<file path="config.mk">
export PLATFORM = sky130hd
export DESIGN_NAME = hpu_csr_flat
export DESIGN_NICKNAME = d
export VERILOG_FILES = /design/src/rtl/hpu_csr_pkg.sv /design/src/rtl/hpu_csr_if.sv /design/src/rtl/hpu_csr_axil_slave_fsm.sv /design/src/rtl/hpu_csr.sv /design/src/flat_wrapper.sv
export SDC_FILE = /design/constraint.sdc
export NUM_CORES = 1
export LEC_CHECK = 0
export CELL_PAD_IN_SITES_DETAIL_PLACEMENT = 1
export CELL_PAD_IN_SITES_GLOBAL_PLACEMENT = 1
export CORE_MARGIN = 8
export CORE_UTILIZATION = 40
export DETAILED_ROUTE_END_ITERATION = 10
export PLACE_DENSITY = 0.85
export SLEW_MARGIN = 20
export SYNTH_ARGS = -nofsm -noshare
export SYNTH_HDL_FRONTEND = slang
export SYNTH_SLANG_ARGS = --single-unit
</file>
<file path="constraint.sdc">
create_clock -name clk -period 4.3 [get_ports clk]
set_input_delay 0.645 -clock clk [delete_from_list [all_inputs] [get_ports clk]]
set_output_delay 0.645 -clock clk [all_outputs]
set_load 0.05 [all_outputs]
</file>
<file path="src/rtl/hpu_csr_pkg.sv">
// Shared definitions for the HPU CSR block: register offsets, response codes,
// CTRL/STATUS bit positions and the AXI-Lite handshake state encoding.
package hpu_csr_pkg;

    localparam logic [4:0] OFF_CTRL    = 5'h00;
    localparam logic [4:0] OFF_STATUS  = 5'h04;
    localparam logic [4:0] OFF_ADDR_I  = 5'h08;
    localparam logic [4:0] OFF_ADDR_J  = 5'h0C;
    localparam logic [4:0] OFF_RAND    = 5'h10;
    localparam logic [4:0] OFF_CORE_EN = 5'h14;
    localparam logic [4:0] OFF_SCRATCH = 5'h18;
    localparam logic [4:0] OFF_VERSION = 5'h1C;

    localparam logic [1:0] RESP_OKAY   = 2'b00;
    localparam logic [1:0] RESP_SLVERR = 2'b10;

    localparam int CTRL_GEN      = 0;
    localparam int CTRL_RUN      = 1;
    localparam int CTRL_IE       = 2;
    localparam int STAT_BUSY     = 0;
    localparam int STAT_DONE     = 1;
    localparam int STAT_GEN_DONE = 2;

    typedef enum logic [3:0] {
        ST_INI = 4'b0000,
        ST_AW  = 4'b0001,
        ST_W   = 4'b0010,
        ST_AWW = 4'b0011,
        ST_AR1 = 4'b0100,
        ST_AR2 = 4'b1000
    } axil_state_e;

    // Byte-lane merge of a write into an existing 32-bit register image.
    function automatic logic [31:0] strb_merge(input logic [31:0] old,
                                               input logic [31:0] data,
                                               input logic [3:0]  strb);
        logic [31:0] r;
        r = old;
        for (int b = 0; b < 4; b++)
            if (strb[b]) r[b*8 +: 8] = data[b*8 +: 8];
        return r;
    endfunction

endpackage

</file>
<file path="src/rtl/hpu_csr_if.sv">
// AXI-Lite slave bundle for the HPU CSR block (32-bit data, ADDR_W address).
interface hpu_csr_if #(parameter int ADDR_W = 12);

    logic [ADDR_W-1:0] awaddr;
    logic              awvalid;
    logic              awready;
    logic [31:0]       wdata;
    logic [3:0]        wstrb;
    logic              wvalid;
    logic              wready;
    logic [1:0]        bresp;
    logic              bvalid;
    logic              bready;
    logic [ADDR_W-1:0] araddr;
    logic              arvalid;
    logic              arready;
    logic [31:0]       rdata;
    logic [1:0]        rresp;
    logic              rvalid;
    logic              rready;

    modport master (
        output awaddr, awvalid, wdata, wstrb, wvalid, bready, araddr, arvalid, rready,
        input  awready, wready, bresp, bvalid, arready, rdata, rresp, rvalid
    );

    modport slave (
        input  awaddr, awvalid, wdata, wstrb, wvalid, bready, araddr, arvalid, rready,
        output awready, wready, bresp, bvalid, arready, rdata, rresp, rvalid
    );

endinterface

</file>
<file path="src/rtl/hpu_csr_axil_slave_fsm.sv">
// AXI-Lite handshake FSM: captures AW/W/AR, issues a one-cycle write strobe on
// entry to AWW and a one-cycle read strobe in AR1, and returns B/R responses.
module axil_slave_fsm
    import hpu_csr_pkg::*;
#(
    parameter int ADDR_W = 12
) (
    input  logic              clk,
    input  logic              rst,
    hpu_csr_if.slave          s_axi,
    output logic              wr_en,
    output logic [ADDR_W-1:0] wr_addr,
    output logic [31:0]       wr_data,
    output logic [3:0]        wr_strb,
    output logic              rd_en,
    output logic [ADDR_W-1:0] rd_addr,
    input  logic [31:0]       rd_data,
    input  logic              rd_err,
    input  logic              wr_err
);

    axil_state_e state;
    logic        bvalid;
    logic        rvalid;
    logic [31:0] rdata;
    logic [1:0]  rresp;

    assign s_axi.awready = (state == ST_INI) || (state == ST_W);
    assign s_axi.wready  = (state == ST_INI) || (state == ST_AW);
    assign s_axi.arready = (state == ST_INI);
    assign s_axi.bvalid  = bvalid;
    // wr_addr is held for the whole of AWW, so the decode is stable under bvalid.
    assign s_axi.bresp   = wr_err ? RESP_SLVERR : RESP_OKAY;
    assign s_axi.rvalid  = rvalid;
    assign s_axi.rdata   = rdata;
    assign s_axi.rresp   = rresp;

    always_ff @(posedge clk) begin
        if (rst) begin
            state   <= ST_INI;
            bvalid  <= 1'b0;
            rvalid  <= 1'b0;
            wr_en   <= 1'b0;
            rd_en   <= 1'b0;
            wr_addr <= '0;
            wr_data <= '0;
            wr_strb <= '0;
            rd_addr <= '0;
            rdata   <= '0;
            rresp   <= RESP_OKAY;
        end else begin
            wr_en <= 1'b0;
            rd_en <= 1'b0;
            case (state)
                ST_INI: begin
                    if (s_axi.awvalid && s_axi.wvalid) begin
                        wr_addr <= s_axi.awaddr;
                        wr_data <= s_axi.wdata;
                        wr_strb <= s_axi.wstrb;
                        wr_en   <= 1'b1;
                        bvalid  <= 1'b1;
                        state   <= ST_AWW;
                    end else if (s_axi.awvalid) begin
                        wr_addr <= s_axi.awaddr;
                        state   <= ST_AW;
                    end else if (s_axi.wvalid) begin
                        wr_data <= s_axi.wdata;
                        wr_strb <= s_axi.wstrb;
                        state   <= ST_W;
                    end else if (s_axi.arvalid) begin
                        rd_addr <= s_axi.araddr;
                        rd_en   <= 1'b1;
                        state   <= ST_AR1;
                    end
                end
                ST_AW: begin
                    if (s_axi.wvalid) begin
                        wr_data <= s_axi.wdata;
                        wr_strb <= s_axi.wstrb;
                        wr_en   <= 1'b1;
                        bvalid  <= 1'b1;
                        state   <= ST_AWW;
                    end
                end
                ST_W: begin
                    if (s_axi.awvalid) begin
                        wr_addr <= s_axi.awaddr;
                        wr_en   <= 1'b1;
                        bvalid  <= 1'b1;
                        state   <= ST_AWW;
                    end
                end
                ST_AWW: begin
                    if (s_axi.bready) begin
                        bvalid <= 1'b0;
                        state  <= ST_INI;
                    end
                end
                ST_AR1: begin
                    rdata  <= rd_data;
                    rresp  <= rd_err ? RESP_SLVERR : RESP_OKAY;
                    rvalid <= 1'b1;
                    state  <= ST_AR2;
                end
                ST_AR2: begin
                    if (s_axi.rready) begin
                        rvalid <= 1'b0;
                        state  <= ST_INI;
                    end
                end
                default: state <= ST_INI;
            endcase
        end
    end

endmodule

</file>
<file path="src/rtl/hpu_csr.sv">
// HPU control/status register block: register file, item-memory generation
// counter, sticky completion status and level interrupt behind AXI-Lite.
module hpu_csr
    import hpu_csr_pkg::*;
#(
    parameter int          ADDR_W     = 12,
    parameter int          NCORE      = 1,
    parameter logic [19:0] DEF_ADDR_I = 20'd299,
    parameter logic [19:0] DEF_ADDR_J = 20'd2,
    parameter logic [15:0] DEF_RAND   = 16'd1000,
    parameter logic [31:0] VERSION    = 32'h0002_0000
) (
    input  logic             clk,
    input  logic             rst,
    hpu_csr_if.slave         s_axi,
    input  logic             get_fin,
    output logic             run,
    output logic             gen,
    output logic [15:0]      item_a,
    output logic [19:0]      addr_i,
    output logic [19:0]      addr_j,
    output logic [15:0]      random_num,
    output logic [NCORE-1:0] core_en,
    output logic             irq
);

    logic              wr_en, rd_en, wr_err, rd_err;
    logic [ADDR_W-1:0] wr_addr, rd_addr;
    logic [31:0]       wr_data, rd_data, rd_word, scratch;
    logic [3:0]        wr_strb;
    logic [4:0]        wr_off, rd_off;
    logic [2:0]        ctrl_w;
    logic              ie, done, gen_done, wr_hit, gen_term, unused;

    axil_slave_fsm #(.ADDR_W(ADDR_W)) u_fsm (
        .clk     (clk),
        .rst     (rst),
        .s_axi   (s_axi),
        .wr_en   (wr_en),
        .wr_addr (wr_addr),
        .wr_data (wr_data),
        .wr_strb (wr_strb),
        .rd_en   (rd_en),
        .rd_addr (rd_addr),
        .rd_data (rd_data),
        .rd_err  (rd_err),
        .wr_err  (wr_err)
    );

    // Only eight words exist; anything above 0x1C, including the top two address bits, is unmapped.
    assign wr_err = (wr_addr[ADDR_W-1:5] != '0);
    assign rd_err = (rd_addr[ADDR_W-1:5] != '0);
    assign wr_off = {wr_addr[4:2], 2'b00};
    assign rd_off = {rd_addr[4:2], 2'b00};
    assign wr_hit = wr_en && !wr_err;
    assign unused = ^{wr_addr[1:0], rd_addr[1:0]};

    assign ctrl_w   = 3'(strb_merge({29'b0, ie, run, gen}, wr_data, wr_strb));
    assign gen_term = gen && (item_a == random_num);
    assign irq      = ie && (done || gen_done);

    always_ff @(posedge clk) begin
        if (rst) begin
            gen        <= 1'b0;
            run        <= 1'b0;
            ie         <= 1'b0;
            done       <= 1'b0;
            gen_done   <= 1'b0;
            item_a     <= '0;
            addr_i     <= DEF_ADDR_I;
            addr_j     <= DEF_ADDR_J;
            random_num <= DEF_RAND;
            core_en    <= '1;
            scratch    <= '0;
        end else begin
            // W1C first so that same-cycle hardware sets below take precedence.
            if (wr_hit && wr_off == OFF_STATUS && wr_strb[0]) begin
                if (wr_data[STAT_DONE])     done     <= 1'b0;
                if (wr_data[STAT_GEN_DONE]) gen_done <= 1'b0;
            end
            if (get_fin && run) done <= 1'b1;

            if (gen) begin
                if (gen_term) begin
                    gen      <= 1'b0;
                    gen_done <= 1'b1;
                    item_a   <= '0;
                end else if (item_a != 16'hFFFF) begin
                    item_a <= item_a + 16'd1;
                end
            end else begin
                item_a <= '0;
            end

            // Register writes last: a CTRL write overrides the gen auto-clear.
            if (wr_hit) begin
                case (wr_off)
                    OFF_CTRL: begin
                        gen <= ctrl_w[CTRL_GEN];
                        run <= ctrl_w[CTRL_RUN];
                        ie  <= ctrl_w[CTRL_IE];
                    end
                    OFF_ADDR_I:  addr_i     <= 20'(strb_merge({12'b0, addr_i}, wr_data, wr_strb));
                    OFF_ADDR_J:  addr_j     <= 20'(strb_merge({12'b0, addr_j}, wr_data, wr_strb));
                    OFF_RAND:    random_num <= 16'(strb_merge({16'b0, random_num}, wr_data, wr_strb));
                    OFF_CORE_EN: core_en    <= NCORE'(strb_merge(32'(core_en), wr_data, wr_strb));
                    OFF_SCRATCH: scratch    <= strb_merge(scratch, wr_data, wr_strb);
                    default: ;
                endcase
            end
        end
    end

    always_comb begin
        rd_word = '0;
        case (rd_off)
            OFF_CTRL: begin
                rd_word[CTRL_GEN] = gen;
                rd_word[CTRL_RUN] = run;
                rd_word[CTRL_IE]  = ie;
            end
            OFF_STATUS: begin
                rd_word[STAT_BUSY]     = run;
                rd_word[STAT_DONE]     = done;
                rd_word[STAT_GEN_DONE] = gen_done;
            end
            OFF_ADDR_I:  rd_word = {12'b0, addr_i};
            OFF_ADDR_J:  rd_word = {12'b0, addr_j};
            OFF_RAND:    rd_word = {16'b0, random_num};
            OFF_CORE_EN: rd_word = 32'(core_en);
            OFF_SCRATCH: rd_word = scratch;
            OFF_VERSION: rd_word = VERSION;
            default:     rd_word = '0;
        endcase
    end

    assign rd_data = (rd_en && !rd_err) ? rd_word : '0;

endmodule
</file>
<file path="src/flat_wrapper.sv">
// flat-port wrapper written by rule: the top's interface ports become plain ports
module hpu_csr_flat import hpu_csr_pkg::*;
#(
    parameter int          ADDR_W     = 12,
    parameter int          NCORE      = 1,
    parameter logic [19:0] DEF_ADDR_I = 20'd299,
    parameter logic [19:0] DEF_ADDR_J = 20'd2,
    parameter logic [15:0] DEF_RAND   = 16'd1000,
    parameter logic [31:0] VERSION    = 32'h0002_0000
)
  (clk, rst, get_fin, run, gen, item_a, addr_i, addr_j, random_num, core_en, irq, s_axi_awaddr, s_axi_awvalid, s_axi_wdata, s_axi_wstrb, s_axi_wvalid, s_axi_bready, s_axi_araddr, s_axi_arvalid, s_axi_rready, s_axi_awready, s_axi_wready, s_axi_bresp, s_axi_bvalid, s_axi_arready, s_axi_rdata, s_axi_rresp, s_axi_rvalid);
  hpu_csr_if #(.ADDR_W(ADDR_W)) s_axi_i ();
  input  logic clk;
  input  logic rst;
  input  logic get_fin;
  output logic run;
  output logic gen;
  output logic [15:0] item_a;
  output logic [19:0] addr_i;
  output logic [19:0] addr_j;
  output logic [15:0] random_num;
  output logic [NCORE-1:0] core_en;
  output logic irq;
  input wire logic [$bits(s_axi_i.awaddr)-1:0] s_axi_awaddr;
  input wire logic [$bits(s_axi_i.awvalid)-1:0] s_axi_awvalid;
  input wire logic [$bits(s_axi_i.wdata)-1:0] s_axi_wdata;
  input wire logic [$bits(s_axi_i.wstrb)-1:0] s_axi_wstrb;
  input wire logic [$bits(s_axi_i.wvalid)-1:0] s_axi_wvalid;
  input wire logic [$bits(s_axi_i.bready)-1:0] s_axi_bready;
  input wire logic [$bits(s_axi_i.araddr)-1:0] s_axi_araddr;
  input wire logic [$bits(s_axi_i.arvalid)-1:0] s_axi_arvalid;
  input wire logic [$bits(s_axi_i.rready)-1:0] s_axi_rready;
  output wire logic [$bits(s_axi_i.awready)-1:0] s_axi_awready;
  output wire logic [$bits(s_axi_i.wready)-1:0] s_axi_wready;
  output wire logic [$bits(s_axi_i.bresp)-1:0] s_axi_bresp;
  output wire logic [$bits(s_axi_i.bvalid)-1:0] s_axi_bvalid;
  output wire logic [$bits(s_axi_i.arready)-1:0] s_axi_arready;
  output wire logic [$bits(s_axi_i.rdata)-1:0] s_axi_rdata;
  output wire logic [$bits(s_axi_i.rresp)-1:0] s_axi_rresp;
  output wire logic [$bits(s_axi_i.rvalid)-1:0] s_axi_rvalid;
  assign s_axi_i.awaddr = s_axi_awaddr;
  assign s_axi_i.awvalid = s_axi_awvalid;
  assign s_axi_i.wdata = s_axi_wdata;
  assign s_axi_i.wstrb = s_axi_wstrb;
  assign s_axi_i.wvalid = s_axi_wvalid;
  assign s_axi_i.bready = s_axi_bready;
  assign s_axi_i.araddr = s_axi_araddr;
  assign s_axi_i.arvalid = s_axi_arvalid;
  assign s_axi_i.rready = s_axi_rready;
  assign s_axi_awready = s_axi_i.awready;
  assign s_axi_wready = s_axi_i.wready;
  assign s_axi_bresp = s_axi_i.bresp;
  assign s_axi_bvalid = s_axi_i.bvalid;
  assign s_axi_arready = s_axi_i.arready;
  assign s_axi_rdata = s_axi_i.rdata;
  assign s_axi_rresp = s_axi_i.rresp;
  assign s_axi_rvalid = s_axi_i.rvalid;
  hpu_csr #(.ADDR_W(ADDR_W), .NCORE(NCORE), .DEF_ADDR_I(DEF_ADDR_I), .DEF_ADDR_J(DEF_ADDR_J), .DEF_RAND(DEF_RAND), .VERSION(VERSION)) u_core (.clk(clk), .rst(rst), .s_axi(s_axi_i), .get_fin(get_fin), .run(run), .gen(gen), .item_a(item_a), .addr_i(addr_i), .addr_j(addr_j), .random_num(random_num), .core_en(core_en), .irq(irq));
endmodule
</file>
Run 1, selected gate families:
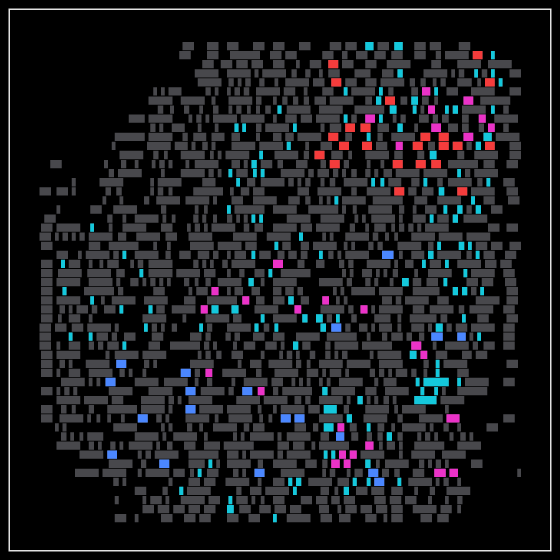
and/or cells -> magenta  # cells 29
non-inverting ao/oa cells -> blue  # cells 19
xor and xnor cells -> red  # cells 23
nor cells -> cyan  # cells 129
logic share of the area: 36.36%
final std cells w/o fill: 1453
most frequent logic cell in the layout: nand2_1

Run 1, where the registers sit:
Scale bar: 50 microns. Other sequential cells in the stronger grey, the rest of the logic in the fainter grey.
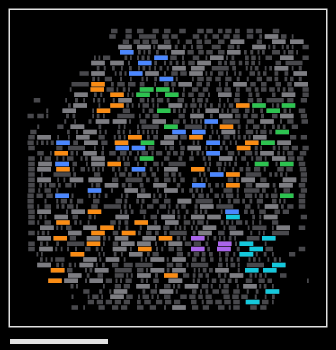
u_core.u_fsm.state -> purple  # placed flops 4
u_core.addr_j -> blue  # placed flops 20
u_core.scratch -> orange  # placed flops 32
u_core.u_fsm.wr_addr -> cyan  # placed flops 10, where bottom right
u_core.random_num -> green  # placed flops 16
not coloured = 125
fraction of area in registers: 37.29%
Sequential Area: 4144 sq um
post-layout util: 53.03%

==> impl_metrics.csv, run 1 <==
group,metric,value,unit
critical_path,required,3.65,ns
yosys,synthTopCellsByCount,"nand2_1 (234), dfxtp_1 (207), a21oi_1 (129)",
worst_hold_path,min_path_type,"register to register",
drt,detail_route.vias_per_cell,5.449,
yosys,synth.distinct_cells,54,
timing,rsz0062_at_grt,"false",
floorplan,fp.coreArea,20960,sq um
final_layout,areaGrowthSynthToFinish,30.76,%
floorplan,dieArea,26160,sq um
power_and_ir_drop,power.density,397.3,nW/um^2
timing,finalHoldViolCount,0,
power_and_ir_drop,ir_drop,0.0002268,V
global_route,antenna_found_initial,3,
critical_path,rr_worst_depth,5,
yosys,yosysCellCount,1017,
timing,setup_viol,0,
critical_path,crit_type,"register to output port",
yosys,netlist_area,8498,sq um
final_layout,n_fill_cell,2478,
yosys,synth_top_cell_by_count,"nand2_1",
worst_hold_path,hold_end,"u_core.u_fsm.wr_data[22]",
critical_path,endpoint_kind,"output port",
placement,place_area,10390,sq um
floorplan,initCoreUtil,40.55,%
drt,drcViolationCount,0,
job,drv_cap,0,
timing,fmax,317.4,MHz
power_and_ir_drop,p_leak,0.004052,uW
drt,ant_nets,0,
yosys,ys_warn_count,0,
global_route,grt_use_total,21.34,%
yosys,ys_area,8498,sq um
timing,worst_slew_pin_slew,1.074,ns
global_route,grt_pass1_vias,8276,
placement,portBuffers,178,
worst_hold_path,hp-start,"u_core.u_fsm.wr_data[22]",
clock_network,clk_pin_slew_worst_paths,0.06,ns
clock_network,cts_htree_levels,1,
yosys,ys_top_cells_by_area,"dfxtp_1 (49%), nand2_1 (10%), a21oi_1 (7.6%), mux2i_1 (5.5%), nor2_1 (3.8%)",
yosys,top_area_share,48.76,%
run_status,status,"complete, no violations",
yosys,yosysTopAreaCell,"dfxtp_1",
clock_network,root_buffer,"clkbuf_16",
drt,drt-initial-drc-count,359,
timing,hold-worst-slack,0.4510,ns
yosys,syn_area_per_cell,8.356,sq um
floorplan,pin_count,185,
placement,hpwl,20.58,mm
floorplan,die_w,161.8,microns
placement,placed_cells,1409,
global_route,grt_overflow,0,
floorplan,die_h,161.8,microns
timing,maxSlewViolCount,0,
yosys,synthFlopType,"dfxtp_1",
critical_path,cp_max_fo,4,
global_route,grt_max_degree,78,
worst_hold_path,worstHoldPathCells,2,
yosys,ys.flops,207,
job,warnings,30,
final_layout,drive_above_1_share,5.702,%
critical_path,reg2reg_to,"u_core.u_fsm.s_axi.rdata[28]",
critical_path,cp-start-kind,"register",
clock_network,cts_resized,0,
floorplan,std_cell_rows,53,
final_layout,final_nets,1228,
critical_path,ff2ff_setup_slack,1.62,ns
final_layout,finalInstanceArea,11110,sq um
timing,clock_skew,0.02181,ns
yosys,async_reset_ff_share,0,%
clock_network,clock_sinks,207,
critical_path,r2r-start,"u_core.u_fsm.state[0]",
clock_network,post_cts_buffers,0,
drt,avgRoutedWirePerCell,20.02,microns
drt,firstDrtPassIters,4,
yosys,ys_seq_share,48.76,%
placement,place_congestion,0.7930,
clock_network,clock.latency.late_pin,0.51,ns
timing,tns,0,ns
clock_network,clk_path_buf_depth,3,
timing,period_needed,3.150,ns
yosys,syn_inst,1017,
clock_network,cts-buffers-inserted,23,
global_route,grt_pass1_wl,45.28,mm
clock_network,cts_tree,"done",
critical_path,cp.arrival,2.51,ns
timing,finalClockPeriodUsage,73.26,%
yosys,edf_count,0,
clock_network,ctsHoldBuffers,0,
Run 1, metal 2:
Scale bar: 50 microns.
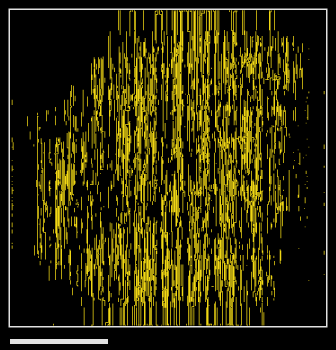
wire length on this layer = 14300 microns
nets with wire on the layer = 1092
longest straight run = 70.4 microns
main direction = vertical
share of all routed wire = 49%
final WL: 29.08 mm
DR vias: 7918

## run 1: power breakdown
group          switching, uW  leakage, uW  total (uW)  internal, uW
logic                    304      0.00202         479           175
registers               84.7      0.00168        2060          1980
clock network            783     0.000358        1870          1090
## run 1: metrics by stage
stage / setup slack [ns] / power (uW) / utilization, %
after global routing: 1.078 / 4578 / 53.03
after global placement: 1.643 / 2564 / 49.56
final: 1.150 / 4414 / 53.03
after CTS: 1.107 / 4448 / 52.97
after floorplan: 1.921 / 2388 / -
after detailed placement: 1.640 / 2583 / 49.56
## run 1: layout by cell type, fill, tap and decap left out, drive strengths merged, types with 12 or more instances in the layout
cell,count
a22o,13
xnor2,21
nor3,26
a22oi,21
a21oi,129
nor2,87
o21ai,25
mux2,14
clkbuf,35
nand2,234
nand3,24
clkdlybuf4s50,177
dfxtp,207
and3,12
mux2i,47
## run 1: sequential cells by signal (all words and copies together) (netlist names), 4 cells and up
signal,flops
u_core.u_fsm.wr_addr,10
u_core.addr_i,20
u_core.addr_j,20
u_core.u_fsm.state,4
u_core.random_num,16
u_core.u_fsm.wr_data,32
u_core.u_fsm.s_axi.rdata,32
u_core.u_fsm.rd_addr,10
u_core.item_a,16
u_core.scratch,32
u_core.u_fsm.wr_strb,4
## run 1: final cells by class
class | count | area [sq um] | area share, %
diodes | 3 | 7.507 | 0.06756
clock inverters | 6 | 33.78 | 0.3040
well taps | 275 | 344.1 | 3.097
inverters | 10 | 37.54 | 0.3378
flip-flops and latches | 207 | 4144 | 37.29
multi-input cells | 733 | 4040 | 36.36
repair buffers | 184 | 1824 | 16.42
clock buffers | 35 | 680.7 | 6.125
## run 1: critical path, cell delays in order, from the launching register on
cell and delay (ns):
dfxtp_1 0.31, or4_4 0.57, or4_1 0.41, clkdlybuf4s50_1 0.72
## run 1: metal layers
layer | global-route usage [%] | up-vias | wire, microns
met3 | 4.050 | 60 | 1604
met4 | 8.838 | 0 | 999
met5 | 0 | - | 0
met2 | 37.34 | 211 | 14260
met1 | 25.23 | 3871 | 12220
li1 | - | 3776 | -
## run 1: kinds of logic (layout without fill, tap and decap cells)
| family | Yosys count | in the layout | share of synthesized area [%] |
|---|---|---|---|
| compound gates | 214 | 214 | 14.63 |
| xor+xnor | 23 | 23 | 2.371 |
| fa+ha+maj | 1 | 1 | 0.1472 |
| buf+inv | 78 | 235 | 3.843 |
| flops | 207 | 207 | 48.76 |
| mux | 63 | 63 | 7.921 |
| other cells | 1 | 5 | 0.04413 |
| simple gates | 430 | 430 | 22.28 |
## run 1: worst max path at each step
stage / start / endpoint / slack, ns / depth (start not counted)
2_1_floorplan: u_core.item_a[0] / u_core.item_a[3] / 1.92 / 7
3_3_place_gp: u_core.u_fsm.wr_addr[7] / s_axi_bresp[1] / 1.64 / 3
3_5_place_dp: u_core.u_fsm.wr_addr[7] / s_axi_bresp[1] / 1.64 / 3
4_1_cts: u_core.u_fsm.wr_addr[7] / s_axi_bresp[1] / 1.11 / 3
5_1_grt: u_core.u_fsm.wr_addr[7] / s_axi_bresp[1] / 1.08 / 3
6_report: u_core.u_fsm.wr_addr[7] / s_axi_bresp[1] / 1.15 / 3
Run 1, routing congestion map:
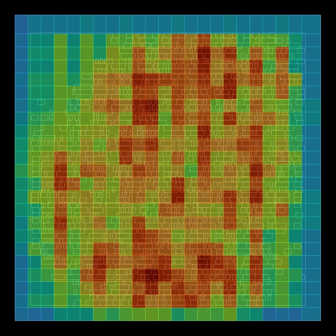

--- run 2 (diff from run 1) ---
- CORE_UTILIZATION: 40 -> 37
- PLACE_DENSITY: 0.85 -> 0.79
- clock period: 4.3 -> 2.9 ns (I/O delays scaled with it)
Run 2, routing congestion map:
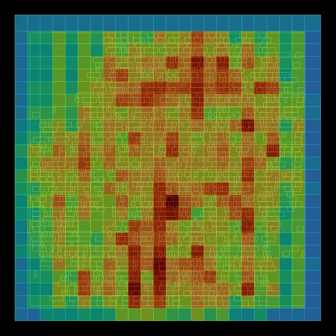
GRT Max-Usage Layer: met2
post-DR wirelength/cell: 19.36 microns
M2 GR Usage: 34.79%
grt met3 use: 4.561%

Run 2, metal 2:
Scale bar: 50 microns.
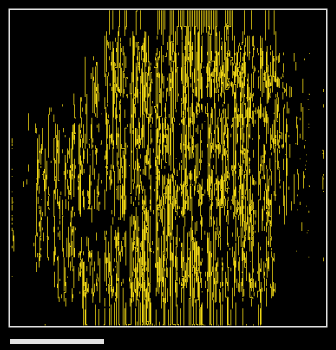
main direction = vertical
nets with wire on the layer = 1075
final WL: 28.64 mm
DR vias: 7819

Run 2, where the registers sit:
Scale bar: 50 microns. Other sequential cells in the stronger grey, the rest of the logic in the fainter grey.
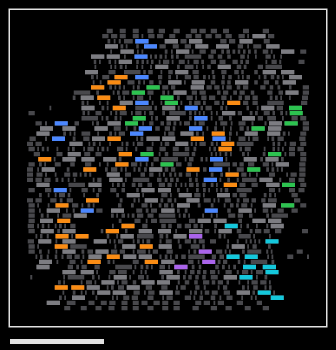
u_core.u_fsm.wr_addr -> cyan  # placed flops 10, where bottom right
u_core.scratch -> orange  # placed flops 32
u_core.u_fsm.state -> purple  # placed flops 4, where bottom middle
u_core.addr_j -> blue  # placed flops 20
u_core.random_num -> green  # placed flops 16
Seq power: 3030 uW
post-layout util: 49.95%

==> run 2 against run 1 <==
  * Combinational power up 57%
  * First-iteration DRC count decreased by 0.28%
  * Worst setup slack got worse by 1.0 ns
  * Non-clock buffer count grew 16
  * Critical path type unchanged
  * Largest power group unchanged
==> impl_metrics.csv, run 2 <==
group,metric,value,unit
timing,tns,0,ns
yosys,ys.flops,207,
yosys,ys_area,8498,sq um
final_layout,areaGrowthSynthToFinish,32.67,%
yosys,syn_area_per_cell,8.356,sq um
timing,setup_viol,0,
global_route,antenna_found_initial,3,
drt,ant_nets,0,
clock_network,post_cts_buffers,0,
floorplan,die_h,167.6,microns
final_layout,instances_no_fill,1479,
power_and_ir_drop,p_leak,0.004149,uW
critical_path,required,2.47,ns
critical_path,cp-startpoint,"u_core.u_fsm.state[3]",
yosys,yosysTopAreaCell,"dfxtp_1",
yosys,synthFlopType,"dfxtp_1",
timing,worst_slew_pin_slew,0.8257,ns
yosys,synth.distinct_cells,54,
global_route,grt_use_total,19.80,%
worst_hold_path,min_path_type,"primary input to register",
global_route,grt_overflow,0,
global_route,grt_pass1_wl,45.18,mm
final_layout,final_cell_mix,"nand2_1 (234), dfxtp_1 (207), clkdlybuf4s50_1 (176)",
timing,fmax,359.4,MHz
drt,firstDrtPassIters,4,
critical_path,crit_type,"register to output port",
timing,finalClockPeriodUsage,95.96,%
final_layout,drive_above_1_share,7.053,%
yosys,syn_inst,1017,
clock_network,cts_resized,1,
clock_network,clock_sinks,207,
drt,detail_route.vias_per_cell,5.287,
drt,drt-initial-drc-count,358,
yosys,edf_count,0,
yosys,yosysCellCount,1017,
critical_path,cp-start-kind,"register",
drt,drcViolationCount,0,
floorplan,std_cell_rows,55,
global_route,grt_pass1_vias,8246,
critical_path,r2r-start,"u_core.u_fsm.wr_addr[5]",
timing,period_needed,2.783,ns
final_layout,final_nets,1244,
critical_path,cp.arrival,2.35,ns
placement,hpwl,20.74,mm
yosys,synth_top_cell_by_count,"nand2_1",
yosys,async_reset_ff_share,0,%
final_layout,regArea,4144,sq um
timing,relSlewSlack,44.44,%
job,warnings,30,
yosys,ys_seq_share,48.76,%
floorplan,fp.coreArea,22570,sq um
final_layout,largest_registers,"u_core.scratch: 32 flops, u_core.u_fsm.s_axi.rdata: 32 flops, u_core.u_fsm.wr_data: 32 flops",
final_layout,logic_area,4034,sq um
floorplan,die_w,167.6,microns
power_and_ir_drop,power.density,589.0,nW/um^2
yosys,synthTopCellsByCount,"nand2_1 (234), dfxtp_1 (207), a21oi_1 (129)",
floorplan,pin_count,185,
yosys,ys_top_cells_by_area,"dfxtp_1 (49%), nand2_1 (10%), a21oi_1 (7.6%), mux2i_1 (5.5%), nor2_1 (3.8%)",
clock_network,clk_pin_slew_worst_paths,0.06,ns
placement,place_congestion,0.8301,
critical_path,endpoint_kind,"output port",
placement,placed_cells,1435,
yosys,netlist_area,8498,sq um
clock_network,cts_tree,"done",
clock_network,cts_htree_levels,1,
run_status,status,"complete, no violations",
clock_network,clock.latency.late_pin,0.51,ns
critical_path,cp_max_fo,6,
clock_network,ctsHoldBuffers,0,
timing,maxSlewViolCount,0,
clock_network,cts-buffers-inserted,23,
floorplan,initCoreUtil,37.65,%
yosys,ys_warn_count,0,
power_and_ir_drop,ir_drop,0.0003053,V
timing,clock_skew,0.01471,ns
worst_hold_path,hp-start,"rst",
placement,portBuffers,178,
global_route,use_met1,23.32,%
yosys,top_area_share,48.76,%
==> run 2: cell count changes in the layout (fill, tap and decap cells not counted), moves of 2 or more <==
cell / delta
buf_4: +16
clkbuf_1: -2
clkbuf_8: +4
clkinv_2: -2
==> run 2: kinds of logic after synthesis <==
| kind of cell | count (synthesis) | synth area share, % |
|---|---|---|
| xor+xnor | 23 | 2.371 |
| compound gates | 214 | 14.63 |
| simple gates | 430 | 22.28 |
| flops | 207 | 48.76 |
| mux | 63 | 7.921 |
| buf+inv | 78 | 3.843 |
| fa+ha+maj | 1 | 0.1472 |
| other cells | 1 | 0.04413 |
==> run 2: worst paths after layout <==
check | cells after the start | slack, ns | end
max | 3 | 0.12 | s_axi_arready
min | 2 | 0.20 | u_core.u_fsm.wr_strb[0]
max reg2reg | 5 | 0.58 | u_core.addr_i[8]
min reg2reg | 2 | 0.45 | u_core.scratch[20]
==> run 2: final cells by class <==
cell class / instances / area share [%]
Clock inverter: 4 / 0.2109
Sequential cell: 207 / 36.75
Tap cell: 285 / 3.163
Multi-Input combinational cell: 733 / 35.78
Inverter: 10 / 0.3329
Clock buffer: 37 / 6.459
Antenna cell: 3 / 0.06659
Timing Repair Buffer: 200 / 17.23
==> run 2: through the flow <==
step	utilization, %	instance area (sq um)	setup WS (ns)	hold WS, ns	power, uW
after floorplan	-	8502	0.5214	0.4284	3540
after global placement	46.59	10520	0.4570	0.4340	3835
after detailed placement	46.59	10520	0.4566	0.4439	3853
after CTS	49.92	11270	0.08384	0.1824	6711
after global routing	49.95	11270	0.04605	0.1975	6901
final	49.95	11270	0.1172	0.2013	6641
==> run 2: where the power goes <==
| group | total, uW | internal [uW] | switching, uW |
|---|---|---|---|
| sequential | 3030 | 2940 | 98.6 |
| combinational | 751 | 278 | 472 |
| clock | 2850 | 1710 | 1140 |
==> run 2: per-layer routing <==
layer / vias to the layer above / wire [microns]
met1: 3788 / 11970
met3: 43 / 1664
met4: 0 / 685
met2: 184 / 14320
met5: - / 0
li1: 3804 / -
==> run 2: critical path, stage by stage, from the launching register on <==
cell             delay (ns)
dfxtp_1                0.36
or4_1                  0.61
inv_1                  0.08
clkdlybuf4s50_1        0.80
--- run 3 (diff from run 2) ---
- SLEW_MARGIN: 20 -> unset
Run 3, routing congestion map:
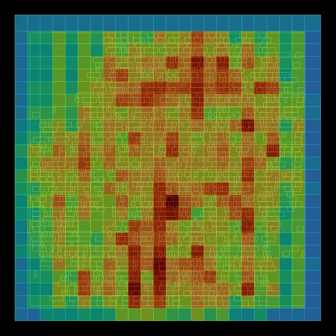
grt met1 use: 23.32%
Global Route Usage Sum: 19.80%

Run 3, selected gate families:
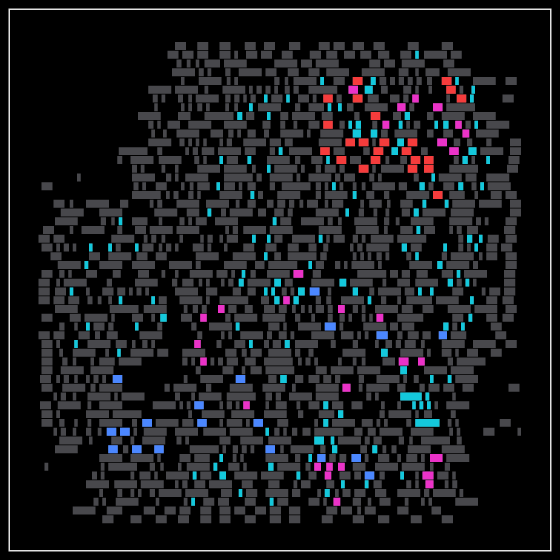
nor cells -> cyan  # cells 129
and/or cells -> magenta  # cells 29
xor and xnor cells -> red  # cells 23
non-inverting ao/oa cells -> blue  # cells 19
final std cells w/o fill: 1479
logic share of the area: 35.78%

Run 3, metal 2:
Scale bar: 50 microns.
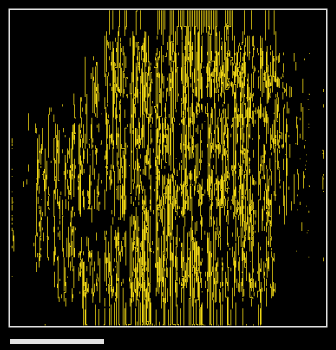
share of all routed wire = 50%
main direction = vertical

==> run 3 against run 2 <==
  * Area after synthesis did not move
  * Largest power group unchanged
  * Count of clock-buffer cells in the layout did not move
  * Hold slack did not move
  * Critical path type unchanged
  * Total power did not move
==> impl_metrics.csv, run 3 <==
group,metric,value,unit
run_status,status,"complete, no violations",
yosys,async_reset_ff_share,0,%
yosys,netlist_area,8498,sq um
yosys,yosysTopAreaCell,"dfxtp_1",
floorplan,die_h,167.6,microns
final_layout,drive_above_1_share,7.053,%
final_layout,final_cell_mix,"nand2_1 (234), dfxtp_1 (207), clkdlybuf4s50_1 (176)",
floorplan,pin_count,185,
power_and_ir_drop,seqPwrFrac,45.7,%
final_layout,areaGrowthSynthToFinish,32.67,%
placement,place_congestion,0.8301,
worst_hold_path,min_path_type,"primary input to register",
clock_network,cts_htree_levels,1,
power_and_ir_drop,power.switching,1716,uW
timing,clock_skew,0.01471,ns
power_and_ir_drop,power.total,6641,uW
clock_network,cts-buffers-inserted,23,
yosys,ys_area,8498,sq um
power_and_ir_drop,internal-power,4925,uW
job,warnings,30,
timing,maxSlewViolCount,0,
floorplan,fp.coreArea,22570,sq um
floorplan,std_cell_rows,55,
yosys,syn_inst,1017,
clock_network,clock_sinks,207,
yosys,edf_count,0,
yosys,ys_seq_share,48.76,%
drt,route.vias.total,7819,
clock_network,ctsHoldBuffers,0,
global_route,grt_pass1_wl,45.18,mm
drt,drt-initial-drc-count,358,
critical_path,cp_max_fo,6,
timing,relSlewSlack,44.44,%
power_and_ir_drop,p_comb_share,11.3,%
placement,portBuffers,178,
timing,worst_slew_pin_slew,0.8257,ns
floorplan,die_w,167.6,microns
yosys,synth_top_cell_by_count,"nand2_1",
yosys,yosysCellCount,1017,
yosys,top_area_share,48.76,%
drt,avgRoutedWirePerCell,19.36,microns
drt,drt-total-wl,28.64,mm
timing,period_needed,2.783,ns
drt,drcViolationCount,0,
critical_path,required,2.47,ns
yosys,synthTopCellsByCount,"nand2_1 (234), dfxtp_1 (207), a21oi_1 (129)",
critical_path,cp.arrival,2.35,ns
power_and_ir_drop,power.density,589.0,nW/um^2
placement,hpwl,20.74,mm
## run 3: logic make-up after synthesis
group / after synthesis / share of synthesized area, %
compound gates: 214 / 14.63
flops: 207 / 48.76
buf+inv: 78 / 3.843
mux: 63 / 7.921
other cells: 1 / 0.04413
fa+ha+maj: 1 / 0.1472
xor+xnor: 23 / 2.371
simple gates: 430 / 22.28
## run 3: what timing repair did
action | CTS | global route
buffers inserted | 0 | 0
setup endpoints to repair | 1 | 0
gates resized | 1 | 0
## run 3: cell type report
class                           count  area [sq um]
Antenna cell                        3         7.507
Clock buffer                       37         728.2
Clock inverter                      4         23.77
Fill cell                        2686         11300
Inverter                           10         37.54
Multi-Input combinational cell    733          4034
Sequential cell                   207          4144
Tap cell                          285         356.6
Timing Repair Buffer              200          1943
## run 3: path summary, 6_finish.rpt
kind | start | to | slack [ns] | cells past startpoint
worst max-delay path | u_core.u_fsm.state[3] | s_axi_arready | 0.12 | 3
worst max register to register | u_core.u_fsm.wr_addr[5] | u_core.addr_i[8] | 0.58 | 5
worst min register to register | u_core.scratch[20] | u_core.scratch[20] | 0.45 | 2
worst min-delay path | rst | u_core.u_fsm.wr_strb[0] | 0.20 | 2
## run 3: power by group through the flow
stage | clock network [uW] | logic (uW) | registers, uW
floorplan | 0 | 466 | 3070
finish | 2850 | 751 | 3030
CTS | 2920 | 761 | 3030
global route | 3040 | 817 | 3050
global placement | 0 | 746 | 3090
detailed placement | 0 | 758 | 3090
## run 3: worst max-delay path, stage by stage, from the launching register on
cell	delay [ns]
dfxtp_1	0.36
or4_1	0.61
inv_1	0.08
clkdlybuf4s50_1	0.80
## run 3: layer usage
layer / vias up / GRT usage [%]
met3: 43 / 4.561
met5: - / 0
li1: 3804 / -
met4: 0 / 6.910
met1: 3788 / 23.32
met2: 184 / 34.79
## run 3: stage by stage
| step | instances | cell area (sq um) | worst slack, ns | util (%) |
|---|---|---|---|---|
| after global placement | 1435 | 10520 | 0.4570 | 46.59 |
| after detailed placement | 1435 | 10520 | 0.4566 | 46.59 |
| after floorplan | 1018 | 8502 | 0.5214 | - |
| after CTS | 1476 | 11270 | 0.08384 | 49.92 |
| final | 1479 | 11270 | 0.1172 | 49.95 |
| after global routing | 1479 | 11270 | 0.04605 | 49.95 |

==> notes/layouts.md <==
Pictures saved along the way, in no particular order.

Signal wires on met3.
panel A
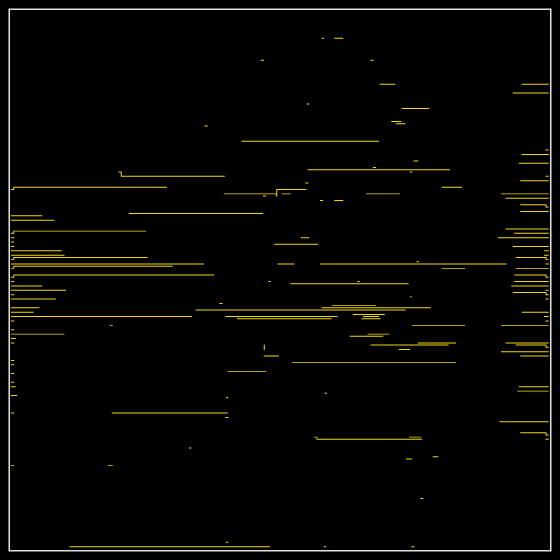
panel B
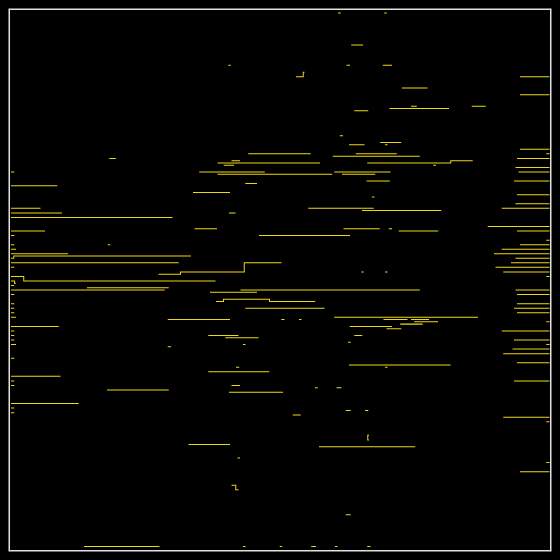
run 3 -> panel A
run 1 -> panel B

Power is estimated from default activity; no workload was simulated.
